**config.mk**
```make
export PLATFORM = sky130hd
export DESIGN_NAME = dm_store_buffer
export DESIGN_NICKNAME = d
export VERILOG_FILES = /design/src/rtl/dm_store_buffer_pkg.sv /design/src/rtl/dm_store_buffer_store_fifo.sv /design/src/rtl/dm_store_buffer.sv
export SDC_FILE = /design/constraint.sdc
export NUM_CORES = 1
export LEC_CHECK = 0
export CAP_MARGIN = 40
export CORE_ASPECT_RATIO = 0.6
export CORE_UTILIZATION = 51
export CTS_BUF_LIST = sky130_fd_sc_hd__clkbuf_4
export DETAILED_ROUTE_END_ITERATION = 10
export GPL_ROUTABILITY_DRIVEN = 0
export GPL_TIMING_DRIVEN = 0
export PLACE_DENSITY = 0.77
export SETUP_SLACK_MARGIN = 0.2
export SYNTH_ARGS = -nofsm -noshare
export SYNTH_HDL_FRONTEND = slang
export SYNTH_SLANG_ARGS = --single-unit
```
**constraint.sdc**
```tcl
create_clock -name clk -period 4.5 [get_ports clk]
set_input_delay 0.9 -clock clk [delete_from_list [all_inputs] [get_ports clk]]
set_output_delay 0.9 -clock clk [all_outputs]
set_load 0.01 [all_outputs]
```
**src/rtl/dm_store_buffer_pkg.sv**
```systemverilog
// Shared types for the store buffer: store-type codes, drain FSM states, the
// buffered entry layout and the sw/sh/sb lane encoder.
package dm_store_buffer_pkg;

    localparam logic [1:0] WORD_WRITE = 2'b00;
    localparam logic [1:0] HALF_WRITE = 2'b01;
    localparam logic [1:0] BYTE_WRITE = 2'b10;

    typedef enum logic {
        DRAIN_IDLE = 1'b0,
        DRAIN_REQ  = 1'b1
    } drain_state_t;

    typedef struct packed {
        logic [29:0] waddr;
        logic [31:0] wdata;
        logic [3:0]  byteen;
    } st_entry_t;

    typedef struct packed {
        logic      ok;
        st_entry_t entry;
    } st_enc_t;

    // An unknown store type leaves ok low, so it is dropped like a misaligned store.
    function automatic st_enc_t encode_store(input logic [1:0]  st_type,
                                             input logic [31:0] addr,
                                             input logic [31:0] data);
        st_enc_t r;
        r.ok           = 1'b0;
        r.entry.waddr  = addr[31:2];
        r.entry.wdata  = data;
        r.entry.byteen = 4'b0000;
        case (st_type)
            WORD_WRITE: begin
                r.ok           = (addr[1:0] == 2'b00);
                r.entry.byteen = 4'b1111;
            end
            HALF_WRITE: begin
                r.ok           = ~addr[0];
                r.entry.byteen = addr[1] ? 4'b1100 : 4'b0011;
                r.entry.wdata  = {2{data[15:0]}};
            end
            BYTE_WRITE: begin
                r.ok           = 1'b1;
                r.entry.byteen = 4'b0001 << addr[1:0];
                r.entry.wdata  = {4{data[7:0]}};
            end
            default: ;
        endcase
        return r;
    endfunction

endpackage

```
**src/rtl/dm_store_buffer_store_fifo.sv**
```systemverilog
// Circular store queue; exposes every slot's valid bit and word address so the
// top can compare a load against all pending stores in one cycle.
module store_fifo
    import dm_store_buffer_pkg::*;
#(
    parameter  int DEPTH = 4,
    localparam int PTR_W = $clog2(DEPTH)
) (
    input  logic                    clk,
    input  logic                    reset_i,
    input  logic                    push_i,
    input  st_entry_t               push_entry_i,
    input  logic                    pop_i,
    output st_entry_t               head_o,
    output st_entry_t               next_head_o,
    output logic [PTR_W:0]          count_o,
    output logic [DEPTH-1:0]        valid_o,
    output logic [DEPTH-1:0][29:0]  waddr_o
);

    st_entry_t        entries_q [DEPTH];
    logic [PTR_W-1:0] wr_ptr_q, wr_ptr_d;
    logic [PTR_W-1:0] rd_ptr_q, rd_ptr_d;
    logic [PTR_W:0]   count_q, count_d;
    logic [PTR_W-1:0] offset;

    always_comb begin
        wr_ptr_d = push_i ? wr_ptr_q + PTR_W'(1) : wr_ptr_q;
        rd_ptr_d = pop_i  ? rd_ptr_q + PTR_W'(1) : rd_ptr_q;
        case ({push_i, pop_i})
            2'b10:   count_d = count_q + (PTR_W+1)'(1);
            2'b01:   count_d = count_q - (PTR_W+1)'(1);
            default: count_d = count_q;
        endcase
    end

    always_ff @(posedge clk) begin
        if (reset_i) begin
            wr_ptr_q <= '0;
            rd_ptr_q <= '0;
            count_q  <= '0;
        end else begin
            wr_ptr_q <= wr_ptr_d;
            rd_ptr_q <= rd_ptr_d;
            count_q  <= count_d;
        end
    end

    always_ff @(posedge clk) begin
        if (push_i) begin
            entries_q[wr_ptr_q] <= push_entry_i;
        end
    end

    // A slot is occupied when its distance from the read pointer is below count.
    always_comb begin
        valid_o = '0;
        offset  = '0;
        for (int i = 0; i < DEPTH; i++) begin
            offset     = PTR_W'(i) - rd_ptr_q;
            valid_o[i] = ({1'b0, offset} < count_q);
            waddr_o[i] = entries_q[i].waddr;
        end
    end

    assign head_o      = entries_q[rd_ptr_q];
    assign next_head_o = entries_q[rd_ptr_q + PTR_W'(1)];
    assign count_o     = count_q;

endmodule

```
**src/rtl/dm_store_buffer.sv**
```systemverilog
// MEM-stage store buffer: encodes sw/sh/sb into word address, byte enables and
// replicated lanes, queues them and drains one per acknowledged DM request.
module dm_store_buffer
    import dm_store_buffer_pkg::*;
#(
    parameter int DEPTH = 4
) (
    input  logic         clk,
    input  logic         reset,
    input  logic         st_valid,
    input  logic [1:0]   st_type,
    input  logic [31:0]  st_addr,
    input  logic [31:0]  st_data,
    output logic         st_ready,
    output logic         align_err,
    input  logic [31:0]  ld_addr,
    output logic         ld_conflict,
    output logic         mem_req,
    output logic [31:0]  mem_addr,
    output logic [31:0]  mem_wdata,
    output logic [3:0]   mem_byteen,
    input  logic         mem_ack,
    output logic         empty,
    output drain_state_t dbg_state
);

    localparam int PTR_W = $clog2(DEPTH);

    st_enc_t                 enc;
    logic                    push, pop;
    st_entry_t               head, next_head;
    logic [PTR_W:0]          count;
    logic [DEPTH-1:0]        slot_valid;
    logic [DEPTH-1:0][29:0]  slot_waddr;
    drain_state_t            state_q, state_d;
    st_entry_t               out_q, out_d;
    logic                    align_err_q;

    assign enc      = encode_store(st_type, st_addr, st_data);
    assign st_ready = (count != (PTR_W+1)'(DEPTH));
    assign push     = st_valid && st_ready && enc.ok;

    store_fifo #(.DEPTH(DEPTH)) u_fifo (
        .clk          (clk),
        .reset_i      (reset),
        .push_i       (push),
        .push_entry_i (enc.entry),
        .pop_i        (pop),
        .head_o       (head),
        .next_head_o  (next_head),
        .count_o      (count),
        .valid_o      (slot_valid),
        .waddr_o      (slot_waddr)
    );

    // The presented request is a registered copy of the head, so it stays stable until acked.
    always_comb begin
        state_d = state_q;
        out_d   = out_q;
        pop     = 1'b0;
        case (state_q)
            DRAIN_IDLE: begin
                if (count != '0) begin
                    state_d = DRAIN_REQ;
                    out_d   = head;
                end
            end
            DRAIN_REQ: begin
                if (mem_ack) begin
                    pop = 1'b1;
                    if (count > (PTR_W+1)'(1)) begin
                        out_d = next_head;
                    end else begin
                        state_d = DRAIN_IDLE;
                        out_d   = '0;
                    end
                end
            end
            default: begin
                state_d = DRAIN_IDLE;
                out_d   = '0;
            end
        endcase
    end

    always_ff @(posedge clk) begin
        if (reset) begin
            state_q     <= DRAIN_IDLE;
            out_q       <= '0;
            align_err_q <= 1'b0;
        end else begin
            state_q     <= state_d;
            out_q       <= out_d;
            align_err_q <= st_valid && st_ready && !enc.ok;
        end
    end

    always_comb begin
        ld_conflict = 1'b0;
        for (int i = 0; i < DEPTH; i++) begin
            if (slot_valid[i] && (slot_waddr[i] == ld_addr[31:2])) begin
                ld_conflict = 1'b1;
            end
        end
    end

    assign mem_req    = (state_q == DRAIN_REQ);
    assign mem_addr   = {out_q.waddr, 2'b00};
    assign mem_wdata  = out_q.wdata;
    assign mem_byteen = out_q.byteen;
    assign align_err  = align_err_q;
    assign empty      = (count == '0) && !mem_req;
    assign dbg_state  = state_q;

endmodule

```
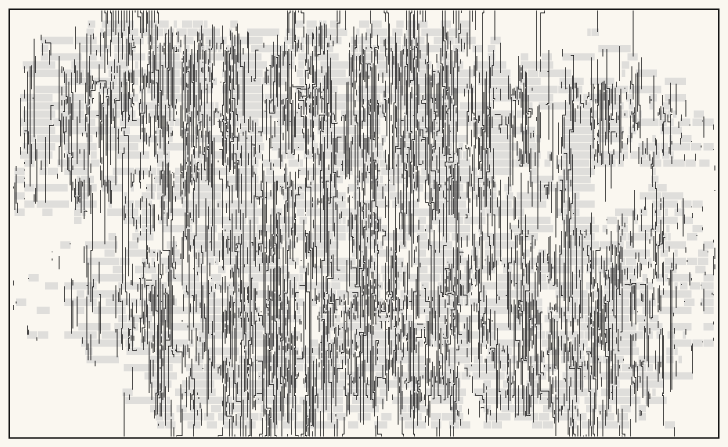
Figure 1: run 1, M2 wires.
wire length on this layer: 20.6 mm
longest straight run: 63.2 um

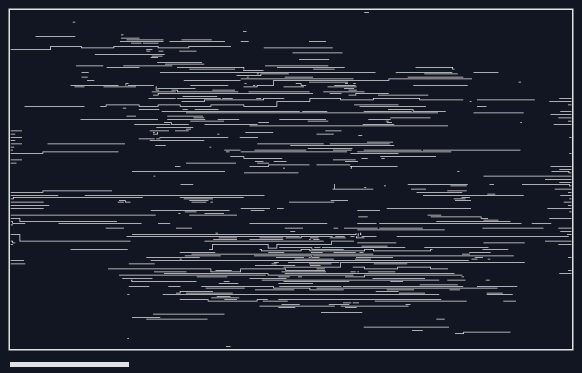
Figure 2: run 1, met3 routing.
Bar = 50 um.
nets with wire on the layer: 297
wire length on this layer: 7230 um
main direction: horizontal

==> Slide: Implementation Results, run 1 <==
Synthesis and Place & Route Summary

Final layout
  – Filler cells: 2324
  – Flop area: 0.00947 sq mm
  – Clkbuf count: 126
  – Fraction of area in multi-input gates: 0.337
  – NonClk Buf Share: 0.114
  – Fraction of layout cells with a size suffix above 1: 0.236

Worst setup path
  – Crit path DAT: between 3 and 4 ns
  – CP Max Fanout: 4
  – Crit path to: ld_conflict
  – RR Endpoint: u_fifo.entries_q[2][14]
  – Crit path kind: in -> out

Clocking
  – CTS Buf Count: a little under 80
  – # hold bufs at CTS: 0

Floorplanning
  – FP Core Util: 0.527
  – Chip height: around 140 um
  – Die Wd: about 240 um

Pwr
  – Main power group: registers
  – Comb. pwr: 3010 uW
  – Cell internal pwr: roughly 6500 uW
  – Power density cells: approximately 470 mW/mm^2
  – Flop pwr share: 0.415

Final timing
  – Smallest hold slack: about 0.50 ns
  – RSZ-0062 raised after global routing: no

Yosys
  – Async set-reset flop share out of synthesis: 0
  – Syn. warnings: 0
  – Post-synth EDFFs: 264

Worst hold path
  – HP Class: reg -> reg
  – Worst min-delay path startpoint: mem_wdata[30]
  – Hold path cells: 2

GRT
  – Global-route wire length before repair: between 70000 and 80000 um
  – Initial antenna violation count: 10

Placed design
  – Port buffer count: around 170

Outcome
  – Status: completed

Routing
  – Via-per-instance ratio: just over 6
  – Routed Wire Length: about 50000 um
  – Drt first pass iters: 5
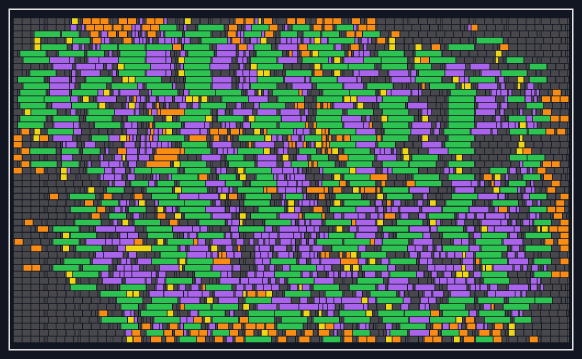
Figure 3: run 1, placement by cell class.
Fill, decap, tap and diode cells in grey.
legend:
  green:
    class: sequential cells
    cells: 341
    share_of_their_area: 48%
  yellow:
    class: clock drivers and dummy loads
    cells: 143
    share_of_their_area: 5.3%
  orange:
    class: remaining buffers and delay cells
    cells: 253
    share_of_their_area: 12%
  purple:
    class: remaining logic cells
    cells: 705
    share_of_their_area: 35%
# rows: 50
post-route cell area: 0.0203 sq mm
Core Footprint: 0.0317 sq mm

-- run 1: cells by family after synthesis --
group           share of synthesized area
flops                               0.568
xor+xnor                           0.0662
mux                                 0.180
other cells                      0.000225
simple gates                       0.0666
buf+inv                            0.0310
compound gates                     0.0758
fa+ha+maj                          0.0128
-- run 1: timing repair --
item | 4_1_cts | 5_1_grt
pin swaps | 0 | 5
gates resized | 7 | 36
setup endpoints to repair | 1 | 1
-- run 1: metal layers --
metal	GRT usage	up-vias
met2	0.394	799
met3	0.137	75
met1	0.419	5796
li1	-	4934
met4	0.0867	2
met5	0.0202	-
-- run 1: cells in the mapped netlist (all sizes together) (2+ instances only) --
library cell    n  area, sq um
o21bai          2         15.0
nand3           4         20.0
a211oi         69          548
nand4          10         62.6
clkbuf         44          166
dfxtp          77         1540
ha             17          213
o21a            2         15.0
nor2           87          327
and2b          14          105
a22o            8         70.1
mux4          132         2970
nor4           22          138
o22ai           8         50.1
and2            6         37.5
xor2           98          858
buf            36          268
mux2i           2         20.0
nand2          11         41.3
a21oi          87          458
inv            22         82.6
a2111oi         4         35.0
nor3            3         15.0
a22oi           8         60.1
edfxtp        264         7930
nor2b          53          332
xnor2          28          245
-- run 1: worst max-delay path: stages --
cell	delay, ns
clkdlybuf4s50_1	0.55
xor2_1	0.21
nor4_2	0.30
nand4_1	0.27
a2111oi_1	0.41
or4_1	0.21
clkdlybuf4s50_1	0.54
-- run 1: metrics by stage --
stage / cells / instance area [sq um]
global route: 1864 / 20300
global placement: 1711 / 18900
CTS: 1857 / 20100
floorplan: 1126 / 16700
detailed placement: 1715 / 19000
finish: 1865 / 20300
==> run 2: changes to the inputs <==
- CELL_PAD_IN_SITES_DETAIL_PLACEMENT: not set -> 1
- CELL_PAD_IN_SITES_GLOBAL_PLACEMENT: not set -> 2
- CORE_UTILIZATION: 51 -> 42
- PLACE_DENSITY: 0.77 -> not set
- PLACE_DENSITY_LB_ADDON: not set -> 0.1
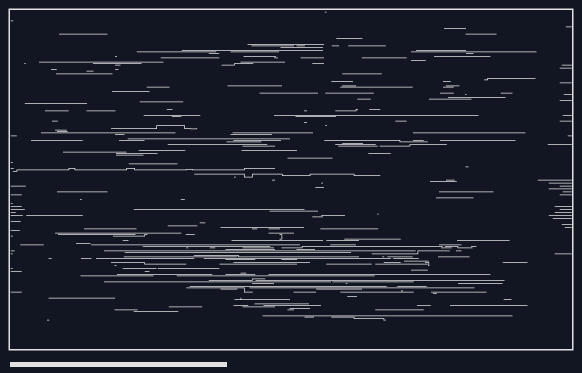
Figure 4: run 2, met3 routing.
Bar = 100 um.
wire length on this layer: 5420 um
nets with wire on the layer: 188
share of all routed wire: 10%
longest straight run: 144 um

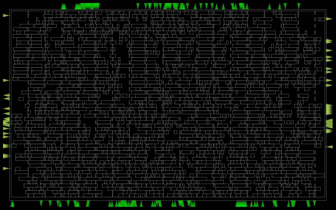
Figure 5: run 2, cell placement.
Well-Tap Cells: 522
Seq area share: 0.461
Filler cells: 3881
Core Footprint: 0.0391 sq mm
flop count: 341

==> run 2 against run 1 <==
Net effect: register-to-register slack worse by 0.06 ns; cell area up 1.3%; worst hold slack worse by 0.0016 ns; synthesized area unchanged; cell count up 6.1%; critical endpoint unchanged; synthesized cell count unchanged.
==> Slide: Implementation Results, run 2 <==
Synthesis and Place & Route Summary

Final timing
  – RSZ-0062 raised after global routing: no (unchanged)
  – Smallest hold slack: 0.499 ns (was 0.500 ns)

Yosys
  – Share of the synthesized area in the top cell type: 0.475 (unchanged)
  – Post-synth EDFFs: 264 (unchanged)
  – Syn. warnings: 0 (unchanged)
  – Synth area leader: edfxtp_1 (unchanged)
  – Synth cell count leaders: edfxtp_1 (264), mux4_2 (132), xor2_1 (98) (unchanged)
  – Synth top cell by count: edfxtp_1 (unchanged)
  – Synth top area cells: edfxtp_1 (48%), mux4_2 (18%), dfxtp_1 (9.2%), xor2_1 (5.1%), a211oi_1 (2.8%) (unchanged)
  – Async set-reset flop share out of synthesis: 0 (unchanged)

Worst setup path
  – RR Endpoint: u_fifo.entries_q[0][62] (was u_fifo.entries_q[2][14])
  – Crit path DAT: 3.37 ns (was 3.39 ns)
  – Crit path cell chain: clkdlybuf4s50_1 > xor2_1 > nor4_2 > nand4_1 > nor4_2 > or4_1 > clkdlybuf4s50_1 (was clkdlybuf4s50_1 > xor2_1 > nor4_2 > nand4_1 > a2111oi_1 > or4_1 > clkdlybuf4s50_1)
  – Delay-heaviest family, CP: simple AND/OR/NAND/NOR gates (was buffers and inverters)
  – Slowest CP cell: clkdlybuf4s50_1 (unchanged)
  – CP Max Fanout: 4 (unchanged)
  – Crit path kind: in -> out (unchanged)
  – CP peak stage delay: 0.54 ns (was 0.55 ns)

Final layout
  – Post-route cell area: 0.0205 sq mm (was 0.0203 sq mm)
  – Finished Layout Cells: 1978 (was 1865)
  – Fraction of layout cells with a size suffix above 1: 0.241 (was 0.236)
  – Flop area: 0.00947 sq mm (unchanged)

Outcome
  – Status: completed (unchanged)

GRT
  – Global-route wire length before repair: 77600 um (was 70700 um)
  – Initial antenna violation count: 1 (was 10)

Clocking
  – # hold bufs at CTS: 0 (unchanged)
  – CTS Buf Count: 82 (was 78)

Floorplanning
  – Die Wd: 259 um (was 235 um)
  – Chip height: 156 um (was 142 um)
  – Chip area: 0.0405 sq mm (was 0.0334 sq mm)
  – # rows: 56 (was 50)

Routing
  – Routed Wire Length: 53600 um (was 48600 um)
  – Via-per-instance ratio: 5.73 (was 6.22)
  – Drt first pass iters: 5 (unchanged)

Worst hold path
  – Worst min-delay path startpoint: mem_wdata[10] (was mem_wdata[30])
  – HP Class: reg -> reg (unchanged)
  – Hold EP: mem_wdata[10] (was mem_wdata[30])

Placed design
  – Area after DPL: 0.0192 sq mm (was 0.0190 sq mm)
  – Inst Count DP: 1823 (was 1715)

Pwr
  – Cell internal pwr: 6530 uW (was 6470 uW)
  – Flop pwr share: 0.406 (was 0.415)
==> run 2: worst max-delay path by stage <==
stage / start / endpoint / slack (ns) / cells after the start
after global routing: u_fifo.rd_ptr_q[0] / ld_conflict / 0.20 / 10
final: ld_addr[10] / ld_conflict / 0.23 / 7
after floorplan: st_type[0] / u_fifo.entries_q[1][0] / 0.66 / 6
after CTS: ld_addr[19] / ld_conflict / 0.21 / 7
after global placement: st_type[0] / u_fifo.entries_q[2][7] / -1.79 / 7
after detailed placement: ld_addr[18] / ld_conflict / -0.16 / 7
==> run 2: layer usage <==
metal / wire length (um) / track usage
met2: 22700 / 0.373
met3: 5420 / 0.0930
met4: 766 / 0.0585
met1: 24800 / 0.404
met5: 0 / 0
==> run 2: cell families after synthesis <==
group                    share of synthesized area
AND-OR/OR-AND                               0.0758
XOR/XNOR                                    0.0662
adder cells (fa/ha/maj)                     0.0128
buffers and inverters                       0.0310
flip-flops                                   0.568
multiplexers                                 0.180
other                                     0.000225
AND/OR/NAND/NOR                             0.0666
==> run 2: power by group through the flow <==
stage	Combinational, uW	Clock, uW	Sequential, uW
2_1_floorplan	1560	0	4110
3_3_place_gp	3010	0	4020
3_5_place_dp	3060	0	4030
4_1_cts	3090	2780	3960
5_1_grt	3340	2920	3990
6_report	3080	2710	3960
==> run 2: final cells by class <==
cell class              count  share of cell area
diodes                      2            0.000244
plain buffers              79              0.0218
clock buffers             123              0.0450
clock inverters            31             0.00896
inverters                  22             0.00402
multi-input cells         683               0.337
flip-flops and latches    341               0.461
well taps                 522              0.0318
repair buffers            175              0.0898
==> run 2: what timing repair did <==
item | in CTS | in global routing
resized | 32 | 25
setup endpoints to repair | 1 | 1
pin swaps | 6 | 5
==> run 3: changes to the inputs <==
- ABC_AREA: not set -> 1
- CORE_MARGIN: not set -> 3
- CORE_UTILIZATION: 42 -> 36
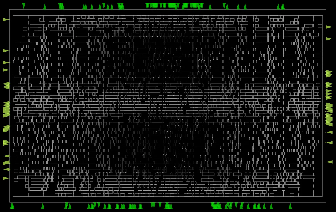
Figure 6: run 3, cell placement.
Core Footprint: 0.0472 sq mm
Core Util, Final: 0.458
# rows: 61

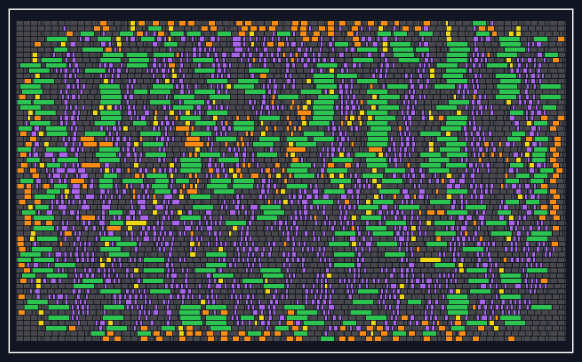
Figure 7: run 3, placement by cell class.
Fill, decap, tap and diode cells in grey.
legend:
  orange:
    class: remaining buffers and delay cells
    cells: 298
    share_of_their_area: 12%
  green:
    class: sequential cells
    cells: 341
    share_of_their_area: 46%
  yellow:
    class: clock drivers and dummy loads
    cells: 162
    share_of_their_area: 5.7%
  purple:
    class: remaining logic cells
    cells: 1638
    share_of_their_area: 37%
Seq area share: 0.439
post-route cell area: 0.0216 sq mm

==> run 3 against run 2 <==
Net effect: critical path depth up 5; non-clock buffer count up 44; clock skew down 0.0024 ns; synthesized cell count up 86%; global-route usage up 2.1 points; total power up 9.4%; sequential share of layout area down 2.3 points; critical endpoint unchanged; largest cell class unchanged.
==> Slide: Implementation Results, run 3 <==
Synthesis and Place & Route Summary

Worst setup path
  – RR Endpoint: u_fifo.entries_q[0][22] (was u_fifo.entries_q[0][62])
  – Crit path to: ld_conflict (unchanged)
  – Delay-heaviest family, CP: simple AND/OR/NAND/NOR gates (unchanged)
  – Worst Path Buf+Inv: 3 (was 2)
  – Worst path required time: 3.60 ns (about the same)
  – CP Max Fanout: 10 (was 4)
  – Slowest CP cell: dfxtp_4 (was clkdlybuf4s50_1)
  – Critical path depth: 12 (was 7)
  – CP startpoint: u_fifo.rd_ptr_q[0] (was ld_addr[10])
  – Crit path kind: reg -> out (was in -> out)
  – CP peak stage delay: 0.38 ns (was 0.54 ns)
  – Crit path DAT: 3.17 ns (was 3.37 ns)
  – Crit path cell chain: nor2_4 > buf_6 > buf_6 > nor2_4 > ha_1 > a21oi_1 > or2_4 > nand3_1 > nor2_1 > nor2_1 > nand2_1 > dlygate4sd2_1 (was clkdlybuf4s50_1 > xor2_1 > nor4_2 > nand4_1 > nor4_2 > or4_1 > clkdlybuf4s50_1)
  – R2r startpoint: u_fifo.count_o[0] (unchanged)
  – Crit. End Element: output port (unchanged)
  – R2R Setup Slk: 1.60 ns (was 1.46 ns)

Floorplanning
  – Chip height: 177 um (was 156 um)
  – Die Wd: 291 um (was 259 um)
  – I/O pin cnt: 176 (unchanged)
  – FP Core Util: 0.372 (was 0.426)
  – Chip area: 0.0514 sq mm (was 0.0405 sq mm)

Routing
  – Routed Wire Length: 76100 um (was 53600 um)
  – WL met1: 36500 um (was 24800 um)
  – Wire per inst: 24.8 um (was 27.1 um)
  – Uppermost layer routed: met5 (was met4)
  – # DRC: 0 (unchanged)
  – Via-per-instance ratio: 5.52 (was 5.73)
  – Drt first pass iters: 5 (unchanged)
  – Met2 Wirelength: 30400 um (was 22700 um)
  – Post-route ant nets: 0 (unchanged)
  – Met3 WL: 7970 um (was 5420 um)

Placed design
  – Area after DPL: 0.0203 sq mm (was 0.0192 sq mm)
  – Post-DP HPWL: 56100 um (was 38800 um)
  – Inst Count DP: 2906 (was 1823)
  – Port buffer count: 168 (was 169)
  – Pre-CTS setup slack: 0.142 ns (was -0.158 ns)

Yosys
  – Synth top area cells: edfxtp_1 (45%), nand2_1 (14%), dfxtp_1 (8.8%), o21ai_0 (5.4%), inv_1 (4.5%) (was edfxtp_1 (48%), mux4_2 (18%), dfxtp_1 (9.2%), xor2_1 (5.1%), a211oi_1 (2.8%))
  – Sequential share of the synthesized area: 0.540 (was 0.568)
  – Syn. warnings: 0 (unchanged)
  – Synth cell count leaders: nand2_1 (636), edfxtp_1 (264), inv_1 (210) (was edfxtp_1 (264), mux4_2 (132), xor2_1 (98))
  – Post-Synthesis Cell Area: 0.0175 sq mm (was 0.0167 sq mm)
  – Post-synth regs: 341 (unchanged)
  – Share of the synthesized area in the top cell type: 0.452 (was 0.475)
  – Cells after synthesis: 2091 (was 1125)
  – Synth area leader: edfxtp_1 (unchanged)
  – Post-synth EDFFs: 264 (unchanged)
  – Top_reg_cell synth: edfxtp_1 (unchanged)
  – Yosys Chip Area: 0.0175 sq mm (was 0.0167 sq mm)
  – Async set-reset flop share out of synthesis: 0 (unchanged)
  – Ys cells: 2091 (was 1125)
  – Synth top cell by count: nand2_1 (was edfxtp_1)

Final timing
  – RSZ-0062 raised after global routing: no (unchanged)
  – Count of pins over their slew limit: 0 (unchanged)
  – Endpoints failing setup: 0 (unchanged)
  – Layout Skew: 0.0381 ns (was 0.0405 ns)
  – Final min period: 4.07 ns (was 4.27 ns)
  – FMAX: 246 MHz (was 234 MHz)

Final layout
  – Layout area overhead: 23.3% (was 23.1%)
  – Finished Layout Cells: 3070 (was 1978)
  – Most flop-heavy register: u_fifo.entries_q (unchanged)
  – Fraction of layout cells with a size suffix above 1: 0.104 (was 0.241)
  – Filler cells: 5652 (was 3881)
  – Nets: 2486 (was 1503)
  – Most frequent logic cell in the layout: nand2_1 (was edfxtp_1)
  – Max reg flops: 264 (unchanged)
  – Top Layout Cells: nand2_1 (635), edfxtp_1 (264), inv_1 (210), o21ai_0 (188), clkdlybuf4s50_1 (167) (was edfxtp_1 (264), clkdlybuf4s50_1 (151), mux4_2 (132), clkbuf_4 (123), nor2_1 (87))

Pwr
  – Power density cells: 493 mW/mm^2 (was 475 mW/mm^2)
  – Cell leakage power: 0.00882 uW (was 0.00689 uW)

GRT
  – Met1 Use GR: 0.446 (was 0.404)
  – Number of global-route vias before repair: 16900 (was 11500)
  – Busiest layer in global routing: met1 (unchanged)
  – GRT met3 Usage: 0.0784 (was 0.0930)
  – Global-route wire length before repair: 110000 um (was 77600 um)
  – Total congestion overflow: 0 (unchanged)
  – Total Routing Usage GR: 0.290 (was 0.269)
  – M2 GR Usage: 0.401 (was 0.373)
  – Initial antenna violation count: 6 (was 1)

Clocking
  – CTS Buf Count: 88 (was 82)
  – CTS tree: done (unchanged)
  – H-tree depth: 3 (unchanged)
  – Latency at later pin: 0.81 ns (was 0.80 ns)
  – Clk buf depth: 3 (unchanged)

Worst hold path
  – Hold path cells: 2 (unchanged)
  – HP Class: reg -> reg (unchanged)
  – Worst min-delay path startpoint: mem_wdata[0] (was mem_wdata[10])
  – Hold EP: mem_wdata[0] (was mem_wdata[10])

Run
  – Tool Warnings: 39 (was 38)

Outcome
  – Status: completed (unchanged)
-- run 3: through the flow --
stage / power [uW] / hold WS, ns / utilization / setup TNS, ns
floorplan: 5820 / 0.491 / - / -144.50
global placement: 7610 / 0.480 / 0.424 / -1256.48
detailed placement: 7700 / 0.484 / 0.431 / 0
CTS: 10700 / 0.504 / 0.458 / 0
global route: 11200 / 0.521 / 0.458 / 0
finish: 10700 / 0.501 / 0.458 / 0
-- run 3: logic make-up after synthesis --
family,after synthesis,synth area share
other cells,1,0.000214
buf+inv,341,0.0783
flops,341,0.540
xor+xnor,36,0.0180
compound gates,391,0.128
fa+ha+maj,17,0.0121
simple gates,964,0.223
-- run 3: cell type report --
| cell class | count | area [sq um] | area share |
|---|---|---|---|
| flip-flops and latches | 341 | 9480 | 0.439 |
| multi-input cells | 1410 | 6750 | 0.312 |
| repair buffers | 185 | 2000 | 0.0927 |
| clock buffers | 136 | 1020 | 0.0473 |
| inverters | 228 | 858 | 0.0397 |
| well taps | 630 | 788 | 0.0365 |
| plain buffers | 113 | 536 | 0.0248 |
| clock inverters | 26 | 168 | 0.00776 |
| diodes | 1 | 2.50 | 0.000116 |
-- run 3: repair_timing --
action                     CTS  global route
gates resized               22             0
hold buffers                 0             0
setup endpoints to repair    1             0
buffers inserted             1             0
-- run 3: worst register-to-register path: cells and delay by family (launching register included) --
| kind | cells | cell delay [ns] |
|---|---|---|
| adder cells (fa/ha/maj) | 1 | 0.22 |
| buffers and inverters | 5 | 0.96 |
| flip-flops | 1 | 0.52 |
| AND/OR/NAND/NOR | 4 | 0.86 |
-- run 3: power by group --
| part | total [uW] | internal [uW] | switching [uW] |
|---|---|---|---|
| Combinational | 3770 | 1350 | 2430 |
| Clock | 2910 | 1500 | 1420 |
| Sequential | 3970 | 3750 | 214 |
| Total | 10700 | 6600 | 4060 |

==> notes/layouts.md <==
Pictures saved along the way, in no particular order.

I/O nets highlighted.
panel A
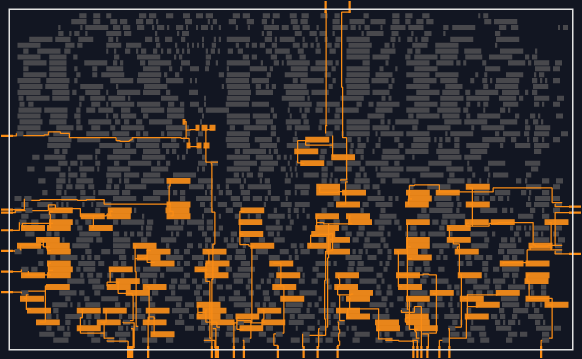
panel B
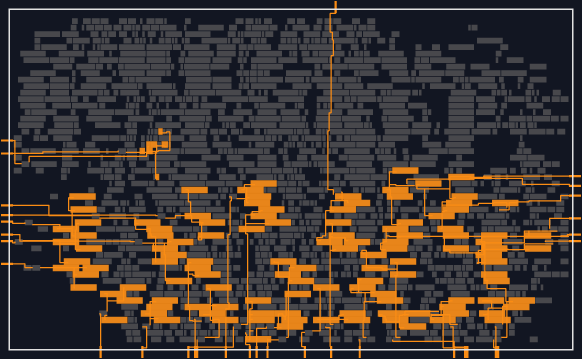
panel C
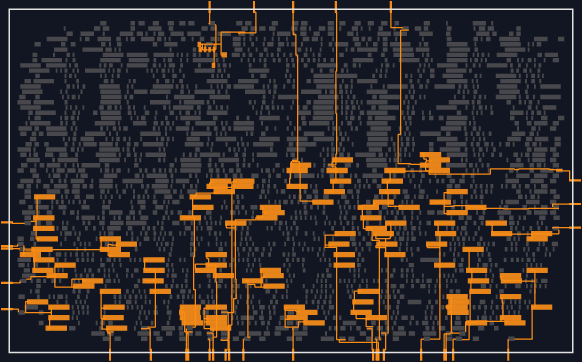
| picture | from |
|---|---|
| panel A | run 2 |
| panel C | run 3 |
| panel B | run 1 |
Of these, most cells: panel C

Key to panel B:
legend:
  orange:
    port: st_addr
    direction: input
    end_cells: 127
    wire: 2210 um

No activity file was given, so power comes from the tool's default toggle rates.
